Placed standard cells:
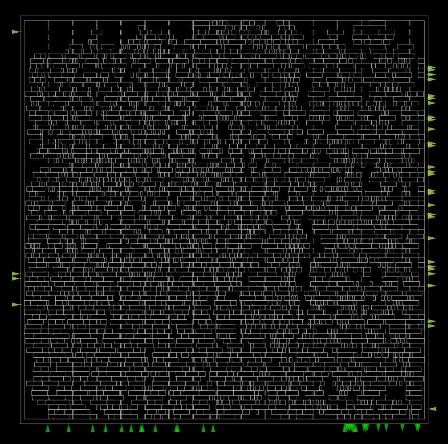
Signal wires by layer:
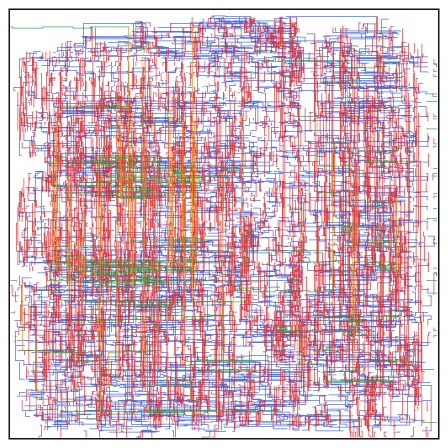
M3 wires:
Scale bar: 50 um.
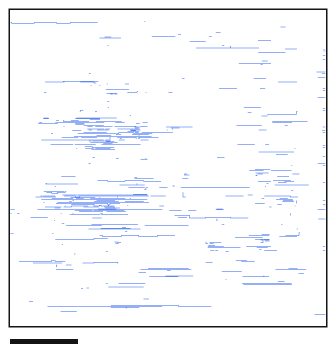
Clock distribution:
Scale bar: 50 um.
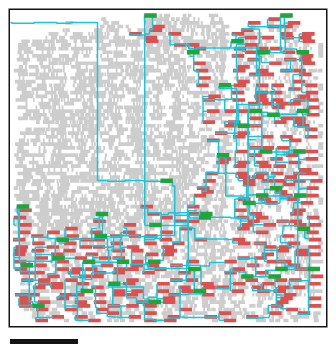
Close-up of the layout:
Window x 97 to 137, y 50 to 90 um. Cells in gray, sequential cells in the stronger gray; small squares are vias.
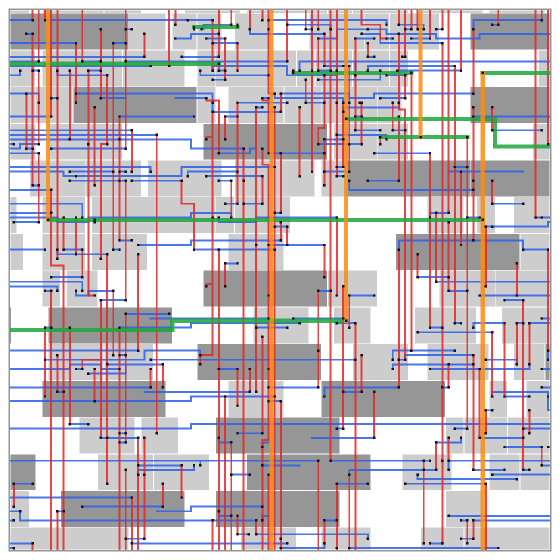
<file path="src/rtl/cmatmul2x2_ctrl.sv">
// 2x2 complex matrix product C = A*B on one shared complex MAC.
// Streams in eight elements, runs eight product cycles, streams out four results.
module cmatmul2x2_ctrl #(
  parameter int DW = 8,
  localparam int RW = 2*DW + 2
) (
  input  logic          clk,
  input  logic          rst_n,
  input  logic          in_valid,
  output logic          in_ready,
  input  logic [DW-1:0] in_re,
  input  logic [DW-1:0] in_im,
  output logic          out_valid,
  input  logic          out_ready,
  output logic [RW-1:0] out_re,
  output logic [RW-1:0] out_im,
  input  logic          abort,
  output logic          busy,
  output logic [1:0]    dbg_state
);

  // Handshake: a transfer happens on a rising edge where valid and ready are
  // both 1; ready never depends on valid, and valid never depends on ready.

  typedef enum logic [1:0] {IDLE, LOAD, COMPUTE, OUTPUT} state_t;

  state_t     state, state_nxt;
  logic [2:0] load_idx, comp_idx;
  logic [1:0] out_idx, out_idx_nxt;
  logic       in_fire, out_fire;

  logic signed [DW-1:0] a_re [4];
  logic signed [DW-1:0] a_im [4];
  logic signed [DW-1:0] b_re [4];
  logic signed [DW-1:0] b_im [4];
  logic signed [RW-1:0] c_re [4];
  logic signed [RW-1:0] c_im [4];
  logic signed [RW-1:0] acc_re, acc_im;
  logic [RW-1:0]        out_re_q, out_im_q;

  assign in_fire     = in_valid && in_ready;
  assign out_fire    = out_valid && out_ready;
  assign out_idx_nxt = out_idx + 2'd1;

  always_ff @(posedge clk or negedge rst_n) begin
    if (!rst_n) state <= IDLE;
    else        state <= state_nxt;
  end

  always_comb begin
    state_nxt = state;
    if (abort) begin
      state_nxt = IDLE;
    end else begin
      case (state)
        IDLE:    if (in_fire) state_nxt = LOAD;
        LOAD:    if (in_fire && load_idx == 3'd7) state_nxt = COMPUTE;
        COMPUTE: if (comp_idx == 3'd7) state_nxt = OUTPUT;
        OUTPUT:  if (out_fire && out_idx == 2'd3) state_nxt = IDLE;
        default: state_nxt = IDLE;
      endcase
    end
  end

  always_comb begin
    in_ready  = (state == IDLE) || (state == LOAD);
    out_valid = (state == OUTPUT);
    busy      = (state != IDLE);
    dbg_state = state;
  end

  always_ff @(posedge clk or negedge rst_n) begin
    if (!rst_n) begin
      load_idx <= '0;
      comp_idx <= '0;
      out_idx  <= '0;
    end else if (abort) begin
      load_idx <= '0;
      comp_idx <= '0;
      out_idx  <= '0;
    end else begin
      if (in_fire)            load_idx <= load_idx + 3'd1;
      if (state == COMPUTE)   comp_idx <= comp_idx + 3'd1;
      if (out_fire)           out_idx  <= out_idx_nxt;
    end
  end

  // comp_idx = {i, j, k}: A index is {i,k}, B index is {k,j}
  logic [1:0]             a_sel, b_sel, c_sel;
  logic signed [2*DW-1:0] rr, ii, ri, ir;
  logic signed [RW-1:0]   p_re, p_im;

  assign a_sel = {comp_idx[2], comp_idx[0]};
  assign b_sel = {comp_idx[0], comp_idx[1]};
  assign c_sel = {comp_idx[2], comp_idx[1]};
  assign rr    = a_re[a_sel] * b_re[b_sel];
  assign ii    = a_im[a_sel] * b_im[b_sel];
  assign ri    = a_re[a_sel] * b_im[b_sel];
  assign ir    = a_im[a_sel] * b_re[b_sel];
  assign p_re  = {{(RW-2*DW){rr[2*DW-1]}}, rr} - {{(RW-2*DW){ii[2*DW-1]}}, ii};
  assign p_im  = {{(RW-2*DW){ri[2*DW-1]}}, ri} + {{(RW-2*DW){ir[2*DW-1]}}, ir};

  always_ff @(posedge clk or negedge rst_n) begin
    if (!rst_n) begin
      for (int n = 0; n < 4; n++) begin
        a_re[n] <= '0;
        a_im[n] <= '0;
        b_re[n] <= '0;
        b_im[n] <= '0;
        c_re[n] <= '0;
        c_im[n] <= '0;
      end
      acc_re   <= '0;
      acc_im   <= '0;
      out_re_q <= '0;
      out_im_q <= '0;
    end else if (!abort) begin
      if (in_fire) begin
        if (!load_idx[2]) begin
          a_re[load_idx[1:0]] <= in_re;
          a_im[load_idx[1:0]] <= in_im;
        end else begin
          b_re[load_idx[1:0]] <= in_re;
          b_im[load_idx[1:0]] <= in_im;
        end
      end
      if (state == COMPUTE) begin
        if (!comp_idx[0]) begin
          acc_re <= p_re;
          acc_im <= p_im;
        end else begin
          c_re[c_sel] <= acc_re + p_re;
          c_im[c_sel] <= acc_im + p_im;
        end
      end
      // Output register only moves on entry to OUTPUT and on accepted results
      if (state == COMPUTE && comp_idx == 3'd7) begin
        out_re_q <= c_re[0];
        out_im_q <= c_im[0];
      end else if (out_fire && out_idx != 2'd3) begin
        out_re_q <= c_re[out_idx_nxt];
        out_im_q <= c_im[out_idx_nxt];
      end
    end
  end

  assign out_re = out_re_q;
  assign out_im = out_im_q;

endmodule
</file>
<file path="config.mk">
export PLATFORM = sky130hd
export DESIGN_NAME = cmatmul2x2_ctrl
export DESIGN_NICKNAME = d
export VERILOG_FILES = /design/src/rtl/cmatmul2x2_ctrl.sv
export SDC_FILE = /design/constraint.sdc
export NUM_CORES = 1
export LEC_CHECK = 0
export CAP_MARGIN = 20
export CORE_MARGIN = 2
export CORE_UTILIZATION = 52
export DETAILED_ROUTE_END_ITERATION = 7
export GPL_TIMING_DRIVEN = 0
export HOLD_SLACK_MARGIN = 0.08
export PLACE_DENSITY_LB_ADDON = 0.05
export SLEW_MARGIN = 20
export SYNTH_ARGS = -nofsm -noshare
export SYNTH_HDL_FRONTEND = slang
export SYNTH_SLANG_ARGS = --single-unit
</file>
<file path="constraint.sdc">
create_clock -name clk -period 7.8 [get_ports clk]
set_input_delay 1.56 -clock clk [delete_from_list [all_inputs] [get_ports clk]]
set_output_delay 1.56 -clock clk [all_outputs]
set_load 0.05 [all_outputs]
</file>
==> results_slide.txt <==
Run Summary

Timing
  • Final-report hold violation count: 0
  • Worst clock skew: 0.0210 ns
  • Highest clock frequency the design can meet: 126 MHz
  • Final max-slew violation count: 0
  • Final setup viols: 4
  • Cycle use final: 102%
  • Worst slew slack as a fraction of its limit: 21.6%
  • Unrepaired setup endpoints after global routing: true
  • Min setup slack post-route: -0.158 ns

Yosys
  • Number of library cell types mapped by synthesis: 70
  • Part of the Yosys area used for sequential elements: 32.0%
  • Synth cell count leaders: sky130_fd_sc_hd__inv_1, sky130_fd_sc_hd__dfrtp_1, sky130_fd_sc_hd__nand2_1, sky130_fd_sc_hd__fa_1, sky130_fd_sc_hd__nor2_1
  • Multiplexer fraction of the synthesized cell area: 12.7%
  • Simple-gate share of the synthesized area: 9.93%
  • Fraction of synthesis flops using an asynchronous set or reset pin: 100%
  • Cell count listed in synth_stat.txt: 2714
  • Most common reg cell: sky130_fd_sc_hd__dfrtp_1
  • Synth Instances: 2714
  • Adder-Cell Fraction of Synth Area: 27.6%
  • Top cells, area: sky130_fd_sc_hd__dfrtp_1, sky130_fd_sc_hd__fa_1, sky130_fd_sc_hd__mux2_2
  • Most frequent cell after synthesis: sky130_fd_sc_hd__inv_1
  • Top area contributor share: 32.0%
  • Synthesized cell area: 27500 um^2
  • Synthesized-area fraction occupied by ao, oa, aoi and oai cells: 8.53%

Cells and area
  • Clk tree area frac: 4.20%
  • Final Core Density: 63.4%
  • Fraction of standard cell area in multi-input logic: 54.5%
  • Total number of sequential cells: 352
  • Ant. Diodes: 0
  • Area growth from synthesis to final layout: 21.0%
  • Layout cell share with drive strength beyond 1: 23.5%

Floorplanning
  • Initial Util: 52.4%
  • Overall die width: 234 um
  • Chip area: 54700 um^2
  • Core ar.: 52400 um^2

Placed design
  • Pre-CTS WS: -1.77 ns
  • Final estimated routing congestion in global placement: 0.965
  • Half-perimeter wire length after detailed placement: 55.5 mm
  • Count of buffers inserted at the top-level ports: 61

Critical path
  • Worst reg2reg startpoint: comp_idx[1]$_DFFE_PN0P_
  • Register-to-Register Path Depth: 29
  • Largest fanout on the critical path: 5
  • Flop-to-flop setup slack: -0.16 ns
  • Cell seen most often among critical-path stages: sky130_fd_sc_hd__fa_1
  • Type of the worst setup path: reg -> reg
  • CP Launch Type: register
  • CP Buf/Inv Count: 6
  • Data required time at the worst endpoint: 8.24 ns
  • Reg-to-reg critical path endpoint: c_im[70]$_DFFE_PN0P_

GRT
  • Top Usage Layer GRT: met2
  • Number of antenna violations at the first check in global routing: 0

Clocking
  • Clk sinks: 352
  • Total of hold buffers inserted after clock tree synthesis: 0
  • Num CTS Buffers: 42
  • Number of levels in the clock H-tree: 2
  • Clk pin slew, worst setup/hold paths: 0.06 ns
  • Post-CTS setup buffers: 85
  • Clock tree from TritonCTS: built
  • Number of instances resized during post-cts repair: 237
  • Skew-Pair Late Insertion Delay: 0.57 ns

Outcome
  • Violated checks: negative setup slack
  • Status: finished with violations

Detailed routing
  • Met3 routed wirelength: 3.89 mm
  • Met1 layer wirelength in the final routing: 31.2 mm
  • Count of nets left with antenna violations after detail routing: 0
  • Top routing layer in use: met4
  • Met2 Routed Length: 37.6 mm

Worst hold path
  • Endpoint of the worst hold path: c_re[6]$_DFFE_PN0P_
  • Tightest Hold Check Type: reg -> reg
-- 'placed standard cells' (at the start) --
tapcells inserted: 688
number of fill cells in the layout: 4299
Finished Layout Cells: 3662
standard-cell row count: 84

-- 'signal wires by layer' (at the start) --
Key: met4 = orange [wire length 3790 um]; met2 = red [wire length 37.6 mm]; met1 = blue [wire length 31.2 mm]; met3 = green [wire length 3890 um]
total routed wirelength: 76.5 mm
Tot GR Track Use: 28.9%
number of vias after detailed routing: 20.4k
average wire length per cell after detail routing: 20.9 um

-- 'M3 wires' (at the start) --
The longest straight run is 92.0 um. The layer carries 3890 um of wire. 230 nets have wire on it. The wires run mostly horizontal. The layer holds 5.1% of the routed length.
global routing met3 resource utilization: 3.99%

-- 'clock distribution' (at the start) --
Key: clock wires = cyan [length 4830 um]; flip-flops = red [count 352]; cells driving clock nets = green [count 42]
There are 43 routed clock nets.

-- 'close-up of the layout' (at the start) --
Key: met3 = green; met1 = blue; met2 = red; met4 = orange
89 logic cells have their middle in the window. Sequential cells in the window: 17. Netlist names of flops here include b_im (8), acc_re (6), a_im (3). Most frequent: dfrtp_1 (17), mux2_2 (16), buf_4 (6).

## how the worst max path moves through the flow
stage	start	end	slack, ns	cells after the start
6_report	comp_idx[1]$_DFFE_PN0P_	c_im[70]$_DFFE_PN0P_	-0.16	29
5_1_grt	comp_idx[1]$_DFFE_PN0P_	c_im[70]$_DFFE_PN0P_	-0.34	32
4_1_cts	comp_idx[1]$_DFFE_PN0P_	c_im[34]$_DFFE_PN0P_	-0.09	29
3_5_place_dp	comp_idx[0]$_DFFE_PN0P_	c_im[32]$_DFFE_PN0P_	-1.77	29
3_3_place_gp	rst_n	b_im[21]$_DFFE_PN0P_	-9.77	1
2_1_floorplan	comp_idx[0]$_DFFE_PN0P_	c_im[16]$_DFFE_PN0P_	0.13	31
